==> config.mk <==
export PLATFORM = sky130hd
export DESIGN_NAME = bit_serial_adder
export DESIGN_NICKNAME = d
export VERILOG_FILES = /design/src/rtl/bit_serial_adder.sv
export SDC_FILE = /design/constraint.sdc
export NUM_CORES = 1
export LEC_CHECK = 0
export CORE_MARGIN = 4
export CORE_UTILIZATION = 51
export CTS_CLUSTER_DIAMETER = 30
export DETAILED_ROUTE_END_ITERATION = 16
export HOLD_SLACK_MARGIN = 0.1
export PLACE_DENSITY = 0.8
export SYNTH_ARGS = -nofsm -noshare
export SYNTH_HDL_FRONTEND = slang
export SYNTH_HIERARCHICAL = 1
export SYNTH_SLANG_ARGS = --single-unit
==> constraint.sdc <==
create_clock -name clk -period 3 [get_ports clk]
set_clock_uncertainty 0.1 [all_clocks]
set_input_delay 0.3 -clock clk [delete_from_list [all_inputs] [get_ports clk]]
set_output_delay 0.3 -clock clk [all_outputs]
set_load 0.01 [all_outputs]
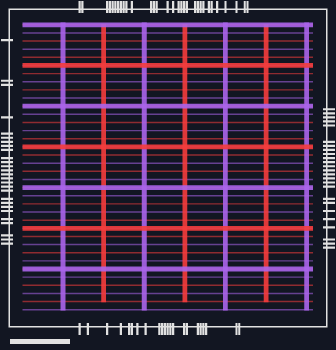
**Above:** PDN straps and rails.
Bar = 20 um. Pins as bars on the die edge.
VDD: shown in red. VSS: shown in purple.
36 met1 rails follow the rows. 7 straps on met4. 7 straps on met5.
peak supply drop: 0.311 mV
Core Area: 0.00924 mm2

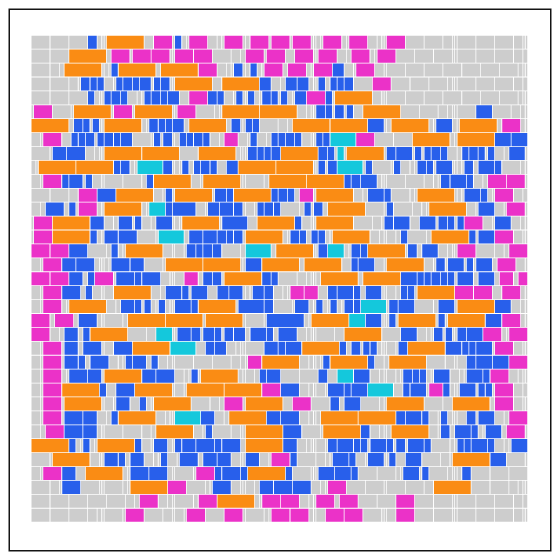
**Above:** placed cells, one colour a class.
Fill, decap, tap and diode cells in grey.
all other logic: shown in blue, cells 408, share of their area 41%. flip-flops: shown in orange, cells 110, share of their area 38%. clock drivers and dummy loads: shown in cyan, cells 15, share of their area 2.9%. other buffers and delay cells: shown in magenta, cells 111, share of their area 19%.
row cnt: 35
share of the final layout cell area in sequential cells: 36.5%
final std cell area, no fill: 0.00603 mm2

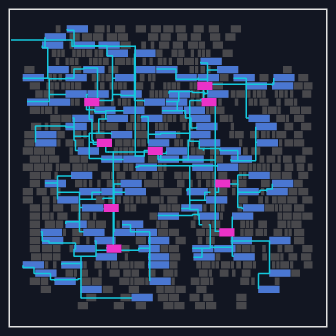
**Above:** routed clock nets over the placement.
cells driving clock nets: shown in magenta, count 9. clock wires: shown in cyan, length 1,150 um. flip-flops: shown in blue, count 110.
There are 10 routed clock nets.
Clk. pwr: 802 uW
Latency at later pin: 0.36 ns
clock network power share: 28.1%

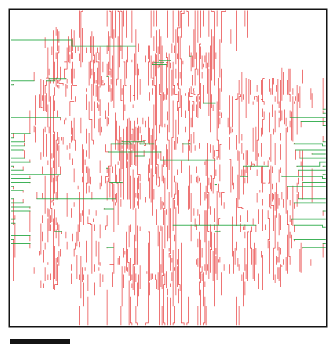
**Above:** metal layers overlaid.
Bar = 20 um. Two of the layers only.
met2: shown in red, wire length 5,230 um. met3: shown in green, wire length 505 um.
post-DR wirelength/cell: 13.7 um
overall routing resource usage: 18.9%
Via Count: 4,126
total wire length: 10,600 um

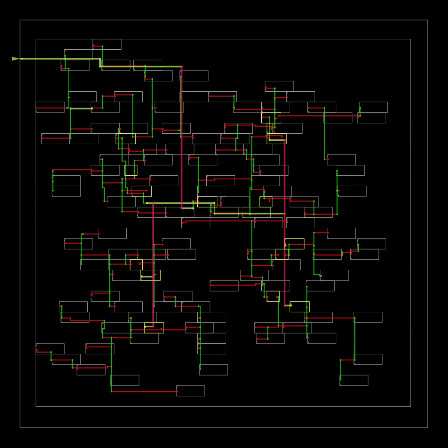
**Above:** the clock network.
num sequential: 110
sinks on the clock net: 110
clkbuf count: 10
number of buffers created by CTS: 9

==> out/qor.yml <==
finalSetupViolations: 0
nNetsFinal: 710
internal_power_uw: 2090
post-place-ws_ns: 0.936
share_of_power_burned_in_registers_pct: 55.7
timing.critical_path.from_type: "register"
critical_path.cell_chain: "nand2b_4 -> a21o_1 -> buf_4 -> a21oi_1"
run_status: "finished, final reports clean"
finalHoldWorstSlack_ns: 0.352
tritoncts: "built"
dieArea_mm2: 0.0111
synth-async-reset-ratio_pct: 0
grt_start_max_net_pins: 72
flop_cell: "dfxtp_1"
yosys.stat.seqShare_pct: 45.3
whs_path_depth: 2
synth.distinct_cells: 34
overflow: 0
firstDrtPassIters: 6
netSwitchingFraction_pct: 27.0
numPortBuffers: 104
final-max-slew-violation-count: 0
htree_levels: 3
fmax_ghz: 0.482
ctsRootBufferMaster: "clkbuf_8"
critical_path.slowest_cell: "nand2b_4"
rsz0062_at_grt: "false"
post_route_cells_drive_above_1_share_pct: 4.04
layout.core_utilization_pct: 65.3
nFillCells: 792
tightestPinTransition_ns: 0.930
static-leakage-power_uw: 0.00223
detailedPlacementHpwl_um: 7160
syn_to_final_growth_pct: 24.2
post-cts-setup-buffer-count: 0
synthesis.area_per_instance_um2: 8.56
critPathArrivalTime_ns: 2.21
synth-edff-count: 0
cp_slowest_stage_delay_ns: 0.59
syn_area_mm2: 0.00486
share_of_the_clock_period_used_by_the_worst_path_after_layout_pct: 69.1
common_cells: "dfxtp_1, nand2_1, a21oi_1"
slew_headroom_pct: 38.0
initial_antenna_violation_count: 0
critical_path_cell_count: 4
timing.critical_path.fanout_max: 71
p_per_area_mw_per_mm2: 474
critical_path_buf_inv_count: 1
-- power by group through the flow --
stage	clock, uW	combinational [uW]	sequential, uW
3_3_place_gp	0	452	1620
3_5_place_dp	0	466	1620
4_1_cts	824	468	1590
2_1_floorplan	0	330	1610
5_1_grt	877	518	1600
6_report	802	464	1590
-- cells by family after synthesis --
logic type / synth area share, %
simple gates: 16.2
compound gates: 19.2
flops: 45.3
buf+inv: 5.49
xor+xnor: 6.31
mux: 6.80
fa+ha+maj: 0.670
-- cells in the final DEF (no fill, tap or decap), types with 4 or more instances in the layout --
cell / synthesis / layout
buf_4: 5 / 8
nor2_1: 69 / 69
a211o_1: 31 / 31
clkbuf_8: 0 / 9
mux2i_1: 33 / 33
nand4_1: 4 / 4
nor4_1: 9 / 9
nand2_1: 99 / 99
xnor2_1: 33 / 33
dfxtp_1: 110 / 110
clkdlybuf4s50_1: 0 / 102
a21oi_1: 70 / 70
a211oi_1: 33 / 33
-- final cells by class --
class                   instances  share of cell area (%)
flip-flops and latches        110                    36.5
clock buffers                  10                    2.12
inverters                       2                   0.124
multi-input cells             406                    39.8
clock inverters                 5                   0.726
well taps                     129                    2.68
repair buffers                111                    18.0
-- worst min-delay path, stage by stage, from the launching register on --
cell and delay, ns:
dfxtp_1 0.32, nand2_1 0.05, a21oi_1 0.05
-- metal layers --
metal	routed length, um	global-route usage [%]	vias to the layer above
met5	0	0	-
met4	171	6.20	0
met3	504	3.43	13
met2	5230	32.5	96
met1	4710	23.9	1914
li1	-	-	2103
Power is estimated from default activity; no workload was simulated.
